**Close-up of the layout**

Region (109, 61) to (134, 86) um. Cells in gray, sequential cells in the stronger gray; small squares are vias.
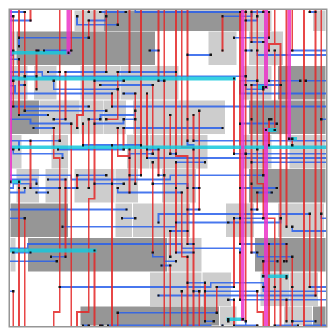
**Register map, names as in the netlist**

Drawn at 1 px/um. Other sequential cells in the stronger gray, the rest of the logic in the fainter gray.
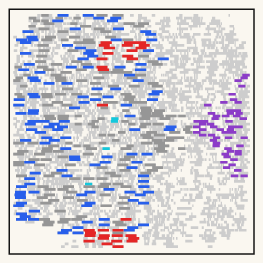
**Ports around the boundary**

Drawn at 2 px/um. Pins as bars across the die edge, other pins in gray.
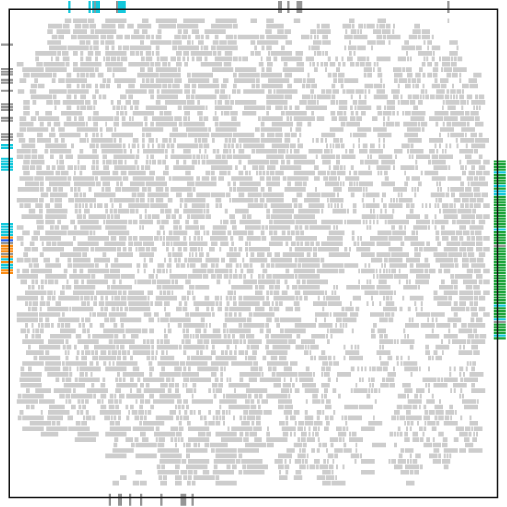
**Routing congestion map**

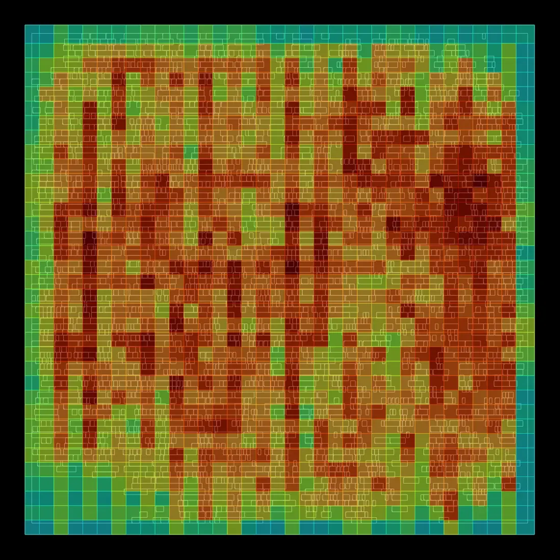
### config.mk
export PLATFORM = sky130hd
export DESIGN_NAME = snitch_event_counter_bank
export DESIGN_NICKNAME = d
export VERILOG_FILES = /design/src/rtl/snitch_event_counter_bank.sv
export SDC_FILE = /design/constraint.sdc
export NUM_CORES = 1
export LEC_CHECK = 0
export CAP_MARGIN = 40
export CORE_MARGIN = 3
export CORE_UTILIZATION = 53
export DETAILED_ROUTE_END_ITERATION = 8
export PLACE_DENSITY = 0.71
export SETUP_SLACK_MARGIN = 0.02
export SLEW_MARGIN = 20
export SYNTH_ARGS = -nofsm -noshare
export SYNTH_HDL_FRONTEND = slang
export SYNTH_SLANG_ARGS = --single-unit
### constraint.sdc
create_clock -name clk_i -period 22.1 [get_ports clk_i]
set_input_delay 4.42 -clock clk_i [delete_from_list [all_inputs] [get_ports clk_i]]
set_output_delay 4.42 -clock clk_i [all_outputs]
set_load 0.05 [all_outputs]
### src/rtl/snitch_event_counter_bank.sv
// Programmable performance-counter bank: NumCounters counters, each summing the masked
// harts that raised a selected event, with wrap/saturate, sticky overflow, IRQ and snapshot.
module snitch_event_counter_bank #(
    parameter int unsigned NumCores     = 8,
    parameter int unsigned NumEvents    = 7,
    parameter int unsigned NumCounters  = 4,
    parameter int unsigned CounterWidth = 32
) (
    input  logic                          clk_i,
    input  logic                          rst_i,
    input  logic [NumCores*NumEvents-1:0] events_i,
    input  logic                          reg_valid_i,
    output logic                          reg_ready_o,
    input  logic                          reg_write_i,
    input  logic [7:0]                    reg_addr_i,
    input  logic [31:0]                   reg_wdata_i,
    output logic                          reg_rvalid_o,
    output logic [31:0]                   reg_rdata_o,
    output logic                          irq_o
);
    localparam int unsigned IncWidth   = $clog2(NumCores + 1);
    localparam int unsigned SumWidth   = CounterWidth + 1;
    localparam int unsigned NumEvtBits = NumCores * NumEvents;
    localparam logic [7:0]  GlobalAddr = 8'(4 * NumCounters);

    logic [NumEvtBits-1:0]   events_r;
    logic [NumCounters-1:0]  en_r;
    logic [NumCounters-1:0]  sat_r;
    logic [NumCounters-1:0]  irq_en_r;
    logic [NumCounters-1:0]  ovf_r;
    logic [7:0]              evt_sel_r   [NumCounters];
    logic [NumCores-1:0]     mask_r      [NumCounters];
    logic [CounterWidth-1:0] value_r     [NumCounters];
    logic [CounterWidth-1:0] snap_r      [NumCounters];
    logic                    rvalid_r;
    logic [31:0]             rdata_r;
    logic                    irq_r;

    logic                    wr_s;
    logic                    rd_s;
    logic                    global_wr_s;
    logic                    snap_trig_s;
    logic                    clr_all_s;
    logic                    clr_ovf_s;
    logic [NumCounters-1:0]  addr_hit_s;
    logic [NumCounters-1:0]  cfg_we_s;
    logic [NumCounters-1:0]  mask_we_s;
    logic [NumCounters-1:0]  value_we_s;
    logic [IncWidth-1:0]     inc_s       [NumCounters];
    logic [SumWidth-1:0]     sum_s       [NumCounters];
    logic [CounterWidth-1:0] value_nxt_s [NumCounters];
    logic [NumCounters-1:0]  ovf_set_s;
    logic [31:0]             rdata_s;
    logic                    unused_wdata_s;

    assign unused_wdata_s = ^reg_wdata_i;

    // Register-port decode into per-counter and global write strobes
    always_comb begin
        wr_s        = reg_valid_i & reg_write_i;
        rd_s        = reg_valid_i & ~reg_write_i;
        global_wr_s = wr_s & (reg_addr_i == GlobalAddr);
        snap_trig_s = global_wr_s & reg_wdata_i[0];
        clr_all_s   = global_wr_s & reg_wdata_i[1];
        clr_ovf_s   = global_wr_s & reg_wdata_i[2];
        for (int k = 0; k < NumCounters; k++) begin
            addr_hit_s[k] = (reg_addr_i[7:2] == 6'(k));
            cfg_we_s[k]   = wr_s & addr_hit_s[k] & (reg_addr_i[1:0] == 2'd0);
            mask_we_s[k]  = wr_s & addr_hit_s[k] & (reg_addr_i[1:0] == 2'd1);
            value_we_s[k] = wr_s & addr_hit_s[k] & (reg_addr_i[1:0] == 2'd2);
        end
    end

    // Per-counter increment: popcount of masked harts raising the selected event
    always_comb begin
        for (int k = 0; k < NumCounters; k++) begin
            inc_s[k] = {IncWidth{1'b0}};
            for (int e = 0; e < NumEvents; e++) begin
                if (evt_sel_r[k] == 8'(e)) begin
                    for (int c = 0; c < NumCores; c++) begin
                        inc_s[k] = inc_s[k] + IncWidth'(mask_r[k][c] & events_r[c*NumEvents + e]);
                    end
                end else begin
                    inc_s[k] = inc_s[k];
                end
            end
        end
    end

    // Wrap or clamp the sum; the extra sum bit is the carry that flags overflow
    always_comb begin
        for (int k = 0; k < NumCounters; k++) begin
            sum_s[k] = {1'b0, value_r[k]} + SumWidth'(inc_s[k]);
            if (sum_s[k][CounterWidth]) begin
                ovf_set_s[k]   = 1'b1;
                value_nxt_s[k] = sat_r[k] ? {CounterWidth{1'b1}} : sum_s[k][CounterWidth-1:0];
            end else begin
                ovf_set_s[k]   = 1'b0;
                value_nxt_s[k] = sum_s[k][CounterWidth-1:0];
            end
        end
    end

    // Read data mux over the counter blocks and the global status word
    always_comb begin
        rdata_s = 32'h0000_0000;
        for (int k = 0; k < NumCounters; k++) begin
            if (addr_hit_s[k]) begin
                case (reg_addr_i[1:0])
                    2'd0:    rdata_s = {16'h0000, evt_sel_r[k], 5'h00, irq_en_r[k], sat_r[k], en_r[k]};
                    2'd1:    rdata_s = 32'(mask_r[k]);
                    2'd2:    rdata_s = 32'(value_r[k]);
                    2'd3:    rdata_s = 32'(snap_r[k]);
                    default: rdata_s = 32'h0000_0000;
                endcase
            end else begin
                rdata_s = rdata_s;
            end
        end
        if (reg_addr_i == GlobalAddr) begin
            rdata_s = 32'(ovf_r);
        end else begin
            rdata_s = rdata_s;
        end
    end

    // Single register stage on the incoming event strobes
    always_ff @(posedge clk_i) begin
        if (rst_i) begin
            events_r <= {NumEvtBits{1'b0}};
        end else begin
            events_r <= events_i;
        end
    end

    // Per-counter configuration registers
    always_ff @(posedge clk_i) begin
        if (rst_i) begin
            en_r     <= {NumCounters{1'b0}};
            sat_r    <= {NumCounters{1'b0}};
            irq_en_r <= {NumCounters{1'b0}};
            for (int k = 0; k < NumCounters; k++) begin
                evt_sel_r[k] <= 8'h00;
                mask_r[k]    <= {NumCores{1'b0}};
            end
        end else begin
            for (int k = 0; k < NumCounters; k++) begin
                if (cfg_we_s[k]) begin
                    en_r[k]      <= reg_wdata_i[0];
                    sat_r[k]     <= reg_wdata_i[1];
                    irq_en_r[k]  <= reg_wdata_i[2];
                    evt_sel_r[k] <= reg_wdata_i[15:8];
                end
                if (mask_we_s[k]) begin
                    mask_r[k] <= reg_wdata_i[NumCores-1:0];
                end
            end
        end
    end

    // Counter values, snapshots and sticky overflow; a register write or clear drops the increment
    always_ff @(posedge clk_i) begin
        if (rst_i) begin
            ovf_r <= {NumCounters{1'b0}};
            for (int k = 0; k < NumCounters; k++) begin
                value_r[k] <= {CounterWidth{1'b0}};
                snap_r[k]  <= {CounterWidth{1'b0}};
            end
        end else begin
            for (int k = 0; k < NumCounters; k++) begin
                if (value_we_s[k]) begin
                    value_r[k] <= reg_wdata_i[CounterWidth-1:0];
                end else if (clr_all_s) begin
                    value_r[k] <= {CounterWidth{1'b0}};
                end else if (en_r[k]) begin
                    value_r[k] <= value_nxt_s[k];
                end
                if (snap_trig_s) begin
                    snap_r[k] <= value_r[k];
                end
                ovf_r[k] <= (ovf_r[k] & ~clr_ovf_s)
                          | (en_r[k] & ovf_set_s[k] & ~value_we_s[k] & ~clr_all_s);
            end
        end
    end

    // Read response, interrupt and their reset behaviour
    always_ff @(posedge clk_i) begin
        if (rst_i) begin
            rvalid_r <= 1'b0;
            rdata_r  <= 32'h0000_0000;
            irq_r    <= 1'b0;
        end else begin
            rvalid_r <= rd_s;
            if (rd_s) begin
                rdata_r <= rdata_s;
            end
            irq_r <= |(ovf_r & irq_en_r);
        end
    end

    assign reg_ready_o  = 1'b1;
    assign reg_rvalid_o = rvalid_r;
    assign reg_rdata_o  = rdata_r;
    assign irq_o        = irq_r;

endmodule

==> reports/qor.txt <==
Status -> complete, no violations
Final tally of max-slew violations -> 0
Core Util at FP -> 53.9%
Fill cells -> 4,620
Critical Path AT -> 21.21 ns
Comb. pwr -> 263 uW
Worst-skew pair later-pin latency -> 0.61 ns
Met3 Wirelength -> 9.89 mm
CP max stage cell -> edfxtp_1
Met1 WL -> 40.3 mm
Setup TNS -> 0 ns
Synth top cells by count -> nand2_1, edfxtp_1, and2_1, a21oi_1, inv_1
Commonest Layout Cell -> nand2_1
# nets final -> 3,414
Seq/total area -> 34.9%
Max power group -> registers
DRC viols -> 0
Yosys cell count -> 2,940
Net Sw Frac -> 27.1%
CTS Buf Count -> 47
Ant diodes -> 2
Well Taps -> 748
First-pass GRT wire length -> 157 mm
Final Power -> 2.00 mW
WHS -> 0.484 ns
Mapped cell area -> 0.0299 mm^2
Dominant cell area share -> 32.2%
Max-capacitance violation count -> 0
EDFF count, synth -> 320
Initial antenna violation count -> 1
Crit path max-delay family -> adder cells
Combinational share of cell area -> 50.4%
Signal buf overhead -> 5.38%
Seq pwr -> 937 uW
YS warnings -> 0
Gpl congestion -> 1.01
Main synth FF type -> edfxtp_1
Initial drt markers -> 2,792
Cts repair resizes -> 0
Final WS setup -> 1.30 ns
Cell Rows -> 86
Syn avg cell area -> 10.2 um^2
GR Overflow Total -> 0
Log Warnings -> 26
Critical path required time -> 22.52 ns
Post-route insts no fill -> 3,814
VDD IR max -> 0.0697 mV
Final period utilization -> 94.1%
Critical path's largest stage delay -> 0.64 ns
Hold Violations, Final -> 0
Synthesis area per yosys -> 0.0299 mm^2
Largest cells by area -> edfxtp_1, fa_1, dfxtp_1, ha_1, and2_1
Most common cell in the netlist -> nand2_1
Dpl ws -> 1.42 ns
I/O pins -> 135
WS Path Type -> reg -> reg
Post-Synthesis Cells -> 2,940
Number of global-route vias before repair -> 24,432
Mi-comb count -> 2,189
Largest net degree at the start of global routing -> 84
Minimum clock period -> 20.80 ns
Nets at Floorplan -> 3,328
Worst-Margin Slew -> 0.901 ns
Synth Seq Share -> 39.3%
Bufs w/o clock -> 190
Area of the multi-input gates -> 0.0169 mm^2
Die area -> 0.0592 mm^2
PwrDens -> 59.4 mW/mm^2
About 'close-up of the layout':
Cyan is M3. Magenta is M4. Blue is M1. Red is M2.
Netlist names of flops here include snap_r (5), value_r (2). Sequential cells in the window: 7. Most frequent: and2_1 (7), edfxtp_1 (7), a21oi_1 (5). 41 logic cells have their middle in the window.

About 'register map, names as in the netlist':
Cyan is en_r, sequential cells 4, where center. Red is evt_sel_r, sequential cells 32, where a vertical strip down the middle. Purple is events_r, sequential cells 56, where middle right. Blue is snap_r, sequential cells 128.

About 'ports around the boundary':
Cyan is reg_rdata_o, pins 32, direction output, edge 15 left, 9 top, 8 right. Orange is reg_addr_i, pins 8, direction input, edge left. Green is events_i, pins 56, direction input, edge right. Blue is reg_write_i, pins 1, direction input, edge left.
All pins by edge: 66 right, 41 left, 18 top, 10 bottom.
chip height: 243 um
Port Buf Inserts: 133
die width: 243 um

About 'routing congestion map':
GR Layer Usage met1: 46.1%
GR Layer Usage met3: 5.55%
GRT Util Overall: 35.5%
most used routing layer: met2
GR Util met2: 55.4%

-- cells by family after synthesis --
group / count (synthesis) / synth area share, %
mux: 117 / 5.13
compound gates: 639 / 13.6
fa+ha+maj: 288 / 15.6
buf+inv: 325 / 4.23
simple gates: 983 / 17.4
other cells: 1 / 0.0126
flops: 426 / 39.3
xor+xnor: 161 / 4.72
-- final timing paths --
path	start	to	slack, ns	cells past startpoint
worst max-delay path	mask_r[0][8]	value_r[1][16]	1.30	59
worst min-delay path	reg_rdata_o[20]	reg_rdata_o[20]	0.48	1
worst max register to register	mask_r[0][8]	value_r[1][16]	1.30	59
worst min register to register	reg_rdata_o[20]	reg_rdata_o[20]	0.48	1
Power is estimated from default activity; no workload was simulated.
